<file path="src/rtl/fp32_to_int32.sv">
// IEEE 754 single-precision to signed 32-bit integer converter, truncating toward zero.
// Special and out-of-range operands finish in one cycle; others use a one-bit-per-cycle shifter.
module fp32_to_int32 #(
    parameter logic [31:0] NAN_RESULT = 32'h7FFF_FFFF
) (
    input  logic        clk,
    input  logic        rst,
    input  logic        in_valid,
    output logic        in_ready,
    input  logic [31:0] in_data,
    output logic        out_valid,
    input  logic        out_ready,
    output logic [31:0] out_data,
    output logic        out_invalid,
    output logic        out_inexact
);
    localparam int unsigned DATA_W  = 32;
    localparam int unsigned COUNT_W = 5;
    localparam int unsigned EXP_W   = 8;
    localparam int unsigned FRAC_W  = 23;

    // Biased exponents of e = 0, e = 23 and e = 31
    localparam logic [EXP_W-1:0] EXP_E0  = 8'd127;
    localparam logic [EXP_W-1:0] EXP_E23 = 8'd150;
    localparam logic [EXP_W-1:0] EXP_E31 = 8'd158;
    localparam logic [DATA_W-1:0] INT_MIN = 32'h8000_0000;
    localparam logic [DATA_W-1:0] INT_MAX = 32'h7FFF_FFFF;

    typedef enum logic [1:0] {IDLE, SHIFT, DONE} state_t;

    state_t               state, state_d;
    logic [DATA_W-1:0]    mag, mag_d;
    logic [COUNT_W-1:0]   count, count_d;
    logic                 dir_left, dir_left_d;
    logic                 sticky, sticky_d;
    logic                 sign, sign_d;
    logic [DATA_W-1:0]    out_data_d;
    logic                 out_invalid_d, out_inexact_d;

    logic [EXP_W-1:0]     exp_f;
    logic [FRAC_W-1:0]    frac_f;

    assign exp_f     = in_data[30:23];
    assign frac_f    = in_data[22:0];
    assign in_ready  = (state == IDLE);
    assign out_valid = (state == DONE);

    // Next-state and datapath update
    always_comb begin
        state_d       = state;
        mag_d         = mag;
        count_d       = count;
        dir_left_d    = dir_left;
        sticky_d      = sticky;
        sign_d        = sign;
        out_data_d    = out_data;
        out_invalid_d = out_invalid;
        out_inexact_d = out_inexact;

        case (state)
            IDLE: begin
                if (in_valid) begin
                    sign_d        = in_data[31];
                    out_invalid_d = 1'b0;
                    out_inexact_d = 1'b0;
                    state_d       = DONE;
                    if (exp_f == '0) begin
                        out_data_d    = '0;
                        out_inexact_d = (frac_f != '0);
                    end else if (exp_f == '1 && frac_f != '0) begin
                        out_data_d    = NAN_RESULT;
                        out_invalid_d = 1'b1;
                    end else if (in_data == 32'hCF00_0000) begin
                        out_data_d = INT_MIN;
                    end else if (exp_f >= EXP_E31) begin
                        // Infinity or magnitude beyond the int32 range saturates by sign
                        out_data_d    = in_data[31] ? INT_MIN : INT_MAX;
                        out_invalid_d = 1'b1;
                    end else if (exp_f < EXP_E0) begin
                        out_data_d    = '0;
                        out_inexact_d = 1'b1;
                    end else begin
                        mag_d      = {8'b0, 1'b1, frac_f};
                        dir_left_d = (exp_f >= EXP_E23);
                        count_d    = (exp_f >= EXP_E23) ? COUNT_W'(exp_f - EXP_E23)
                                                        : COUNT_W'(EXP_E23 - exp_f);
                        sticky_d   = 1'b0;
                        state_d    = SHIFT;
                    end
                end
            end
            SHIFT: begin
                if (count != '0) begin
                    count_d = count - COUNT_W'(1);
                    if (dir_left) begin
                        mag_d = {mag[DATA_W-2:0], 1'b0};
                    end else begin
                        mag_d    = {1'b0, mag[DATA_W-1:1]};
                        sticky_d = sticky | mag[0];
                    end
                end else begin
                    out_data_d    = sign ? (DATA_W'(0) - mag) : mag;
                    out_inexact_d = sticky;
                    out_invalid_d = 1'b0;
                    state_d       = DONE;
                end
            end
            DONE: begin
                if (out_ready) state_d = IDLE;
            end
            default: state_d = IDLE;
        endcase
    end

    always_ff @(posedge clk) begin
        if (rst) begin
            state       <= IDLE;
            mag         <= '0;
            count       <= '0;
            dir_left    <= 1'b0;
            sticky      <= 1'b0;
            sign        <= 1'b0;
            out_data    <= '0;
            out_invalid <= 1'b0;
            out_inexact <= 1'b0;
        end else begin
            state       <= state_d;
            mag         <= mag_d;
            count       <= count_d;
            dir_left    <= dir_left_d;
            sticky      <= sticky_d;
            sign        <= sign_d;
            out_data    <= out_data_d;
            out_invalid <= out_invalid_d;
            out_inexact <= out_inexact_d;
        end
    end
endmodule
</file>
<file path="config.mk">
export PLATFORM = sky130hd
export DESIGN_NAME = fp32_to_int32
export DESIGN_NICKNAME = d
export VERILOG_FILES = /design/src/rtl/fp32_to_int32.sv
export SDC_FILE = /design/constraint.sdc
export NUM_CORES = 1
export LEC_CHECK = 0
export ABC_CLOCK_PERIOD_IN_PS = 2060
export CORE_MARGIN = 2
export CORE_UTILIZATION = 25
export CTS_CLUSTER_SIZE = 24
export DETAILED_ROUTE_END_ITERATION = 6
export PLACE_DENSITY = 0.48
export RECOVER_POWER = 50
export SYNTH_ARGS = -nofsm -noshare
export SYNTH_HDL_FRONTEND = slang
export SYNTH_SLANG_ARGS = --single-unit
</file>
<file path="constraint.sdc">
create_clock -name clk -period 2.06 [get_ports clk]
set_input_delay 0.206 -clock clk [delete_from_list [all_inputs] [get_ports clk]]
set_output_delay 0.206 -clock clk [all_outputs]
set_load 0.01 [all_outputs]
</file>
### Power grid

Scale bar: 50 um. Pins as bars on the die edge.
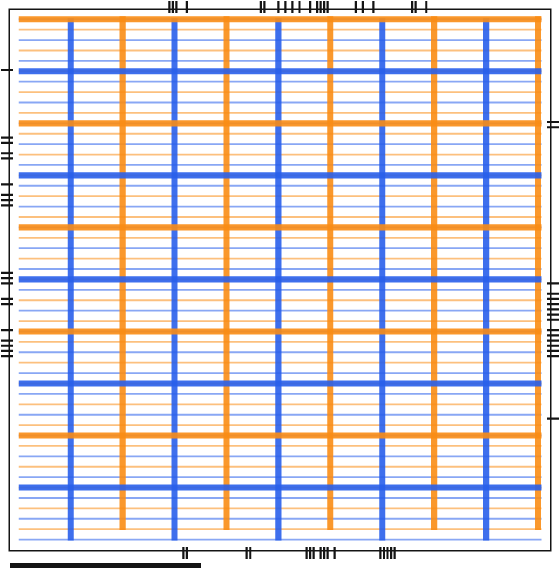
Key: blue = VSS; orange = VDD
51 met1 rails follow the rows. 10 straps on met4. 72 signal pins sit on the boundary. The core has 50 rows. 10 straps on met5.

### Placed cells, one colour a class

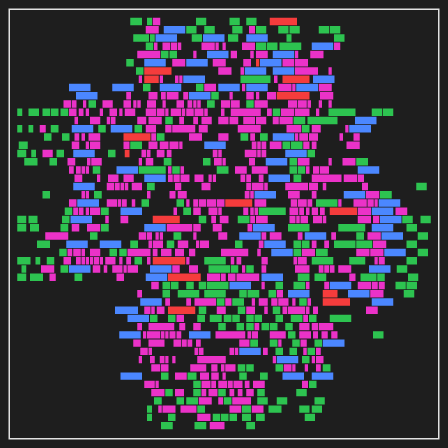
Key: magenta = remaining logic cells [cells 467]; blue = registers [cells 76]; red = clock drivers and dummy loads [cells 16]; green = remaining buffers and delay cells [cells 235]
proportion of cell area occupied by registers: 19.3%
post-route cell area: 7890 um^2

==> results.txt <==
Implementation status.

- The flow ran to the end, but the final reports show violations.
- The checks that failed: negative setup slack.
- The count of final max-slew check failures is 0.
- The number of global-route vias before repair is 4,840.
- Looking at the clock tree report, the maximum root-to-sink buffer count equals 2.
- Once detailed placement completed, the half-perimeter wirelength came to ~11,000 um.
- The largest incremental delay on the critical path is 570 ps.
- In this run, the synthesized area fraction spent on adder and majority cells is recorded as between 2 and 2.5%.
- The portion of the layout cell area used by non-clock buffers is about 28%.
- The async set or reset register ratio after synthesis is 0%.
- The dominant kind of combinational cell is AND-OR/OR-AND gates.
- The most instantiated logic cell after routing is sky130_fd_sc_hd__buf_4.
- The largest individual stage delay along the critical path comes from the cell sky130_fd_sc_hd__or4_4.
- The overall overflow remaining after global route is 0.
- The pre-placement core utilization is 25.3%.
- Averaged over all synthesized cells, the footprint is about 7.8 um^2.
- The source of the worst hold timing path is in_data[19].
- The first-pass GRT wire length is 25,600 um.
- The number of buffers inserted by hold repair at cts is 0.
- The cell area after technology mapping is 4700 um^2.
- In this run, power in flip-flops and latches comes to 1.62 mW.
- The largest contributor to cell area by class is logic gates.
- Of the total power, combinational logic draws between 20% and 30%.
- The die covers about 20,000 um^2.
- Looking at the worst setup and hold paths, the clock pins of their registers show a slew of approximately 60 ps.
- The cell count of the worst reg-to-reg path is 6.
- The max-slew check reports its worst relative slack as between 50 and 60%.
- The primary flip-flop cell chosen by synthesis mapping is sky130_fd_sc_hd__dfxtp_1.
- The worst-case reg-to-reg setup slack stands at -170 ps.
- The number of primary I/O pins is ~72.
- The count of inverters other than clock inverters in the layout is 8.
- The first detailed-routing pass ran for 4 iterations.
- The clock network is responsible for between 30% and 40% of the overall power.
- Timing would allow up to about 0.45 GHz.
- RePlAce ended its routability-driven mode at a weighted congestion of approximately 0.84.
- The maximum net fanout on the critical path is 4.
- The post-synth tally of flip-flops with integrated enable is 0.
- The multiplexer share of the synthesized area is under 10%.
- STA classifies the critical path endpoint as a register.
- The total cell area reported by yosys after synthesis is 4700 um^2.
- The worst hold slack is ~280 ps.
- The largest area contributor in the netlist is sky130_fd_sc_hd__dfxtp_1.
- The number of multi-input logic gates is between 400 and 500.
- The flow reports power dissipated in combinational cells as between 1 and 1.5 mW.
- The share of the final layout cell area in multi-input gates is between 40% and 50%.
- The maximum number of pins on one net before global-route repair is 92.
- The critical path in the final layout is reported with a setup slack of -172 ps.
- The cell sitting at the root of the clock tree is a sky130_fd_sc_hd__clkbuf_16.
- Warnings raised by the tools during the run amount to 34.
- The internal portion of the total power is 3.49 mW.
- For the finished layout, the period the worst path requires is approximately 2200 ps.
- The register bit total from synthesis is ~76.
- Per STA, the worst path is made up of or4_4 > or4b_4 > o31ai_4 > xnor2_1 > nand2_1 > a211oi_2.
- In the final layout, the clock buffer count is 12.
- The script extracted a net switching power of 1.36 mW.
- Power spread over the standard cell area amounts to just over 600 nW/um^2.
- Of all the cell area in the finished design, the clock network holds between 4 and 5%.
- After synthesis, the largest area contributor takes up between 30 and 40% of total cell area.
- The flow inserted between 200 and 250 tap cells.
- Post-CTS repair changed the size of slightly below 100 cells.
- The number of antenna violations at the first check in global routing is 0.
- The maximum resistive drop on vdd is between 0.3 and 0.4 mV.
- Input and output buffers added on the ports amount to 71.
- By area the synthesized netlist is led by sky130_fd_sc_hd__dfxtp_1 (32%), sky130_fd_sc_hd__nand2_1 (7.0%), sky130_fd_sc_hd__a211oi_1 (5.9%).
- The via-per-instance ratio is about 5.0.
- The cell count in the Yosys report is 603.
- The fraction of the core area covered by cells at the end of the flow is between 40% and 50%.
- The start-to-end type of the worst setup path is register to register.
- The family of cells with the greatest summed delay on the critical path is simple AND/OR/NAND/NOR gates.
- The setup TNS is -524 ps.
- The power of the clock network is 1.91 mW.
- The overall routed net length is about 17,000 um.
- The detailed router finished its first iteration with 311 violations.
- The number of buffers added for setup after CTS is 19.
- The number of antenna repair diodes is 0.
- The startpoint of the lowest-slack register-to-register path is mag[21].
- The leakage power in the latest report is 3.03 nW.
- The floorplan row count is about 50.
- The share of total power dissipated in sequential elements is 33.3%.
- The final hold violation count recorded for this run is 0.
- Measured along the x axis, the die boundary spans around 140 um.
- Setup violations remaining at the end of the flow were counted as 15.
- The layout overhead on the synthesized area is 67.9%.
- The floorplan step set the die height to 141 um.
- The tally of unique sky130hd cells used after synthesis is around 54.
- The CTS tree is yes.
- In this run the maximum-capacitance check reported violations numbering 0.
- The number of design rule violations left after detail routing is 0.
- The CTS log lists the clock sinks for this run as between 70 and 80.
- The largest part of the power goes to the clock network.
- The count of nets left with antenna violations once routing finished came out at 0.
- According to the cell report, flip-flops and latches in the layout number 76.
- Of the total power, the share spent switching nets is between 20 and 30%.
- The H-tree generated during clock tree synthesis spans 3 levels.
- The finished design was reported to have a net count of ~830.
- Data arrives at the worst endpoint at 2500 ps.
- The routed via count is slightly above 5,000.
- The average wire length per cell after detail routing is ~16 um.
[registers in the layout (all words and copies together) (netlist names)]
name         cells
count            5
dir_left         1
mag             32
out_data        32
out_inexact      1
out_invalid      1
sign             1
state            2
sticky           1
[worst register-to-register path, cell delays in order, from the launching register on]
cell	delay [ps]
sky130_fd_sc_hd__dfxtp_1	300
sky130_fd_sc_hd__or4_4	570
sky130_fd_sc_hd__or4b_4	550
sky130_fd_sc_hd__o31ai_4	290
sky130_fd_sc_hd__xnor2_1	150
sky130_fd_sc_hd__nand2_1	90
sky130_fd_sc_hd__a211oi_2	200
[worst min path at each step]
stage                to  slack [ps]  depth (start not counted)
4_1_cts        state[0]         350                          2
5_1_grt         mag[17]         290                          4
6_report        mag[19]         280                          4
3_5_place_dp     sticky         480                          2
2_1_floorplan      sign         340                          2
3_3_place_gp     sticky         480                          2
[cells in the mapped netlist (all sizes together), types with 6 or more instances]
cell type / n
nand2: 88
dfxtp: 76
nor2: 56
a21oi: 55
clkbuf: 42
a211oi: 37
xnor2: 27
o211ai: 26
mux2i: 25
buf: 19
o21ai: 15
o31ai: 13
nand3: 12
nor4: 12
nor3: 10
ha: 9
mux2: 9
inv: 8
nor2b: 6
or4: 6
[per-stage QoR]
stage | std cells | cell area, um^2 | total power [mW] | worst slack (ps)
6_report | 1028 | 7890 | 4.85 | -172
5_1_grt | 1028 | 7890 | 5.05 | -236
4_1_cts | 1010 | 7400 | 4.70 | -102
3_5_place_dp | 973 | 6570 | 2.66 | -941
3_3_place_gp | 973 | 6570 | 2.65 | -928
2_1_floorplan | 603 | 4790 | 2.13 | -111
[per-layer routing]
metal | wire length [um] | track usage, %
met2 | 7830 | 25.5
met1 | 8200 | 22.2
met3 | 558 | 3.40
met5 | 0 | 0
met4 | 255 | 5.05
Power figures rest on the tool's default switching activity, not on a simulated workload.
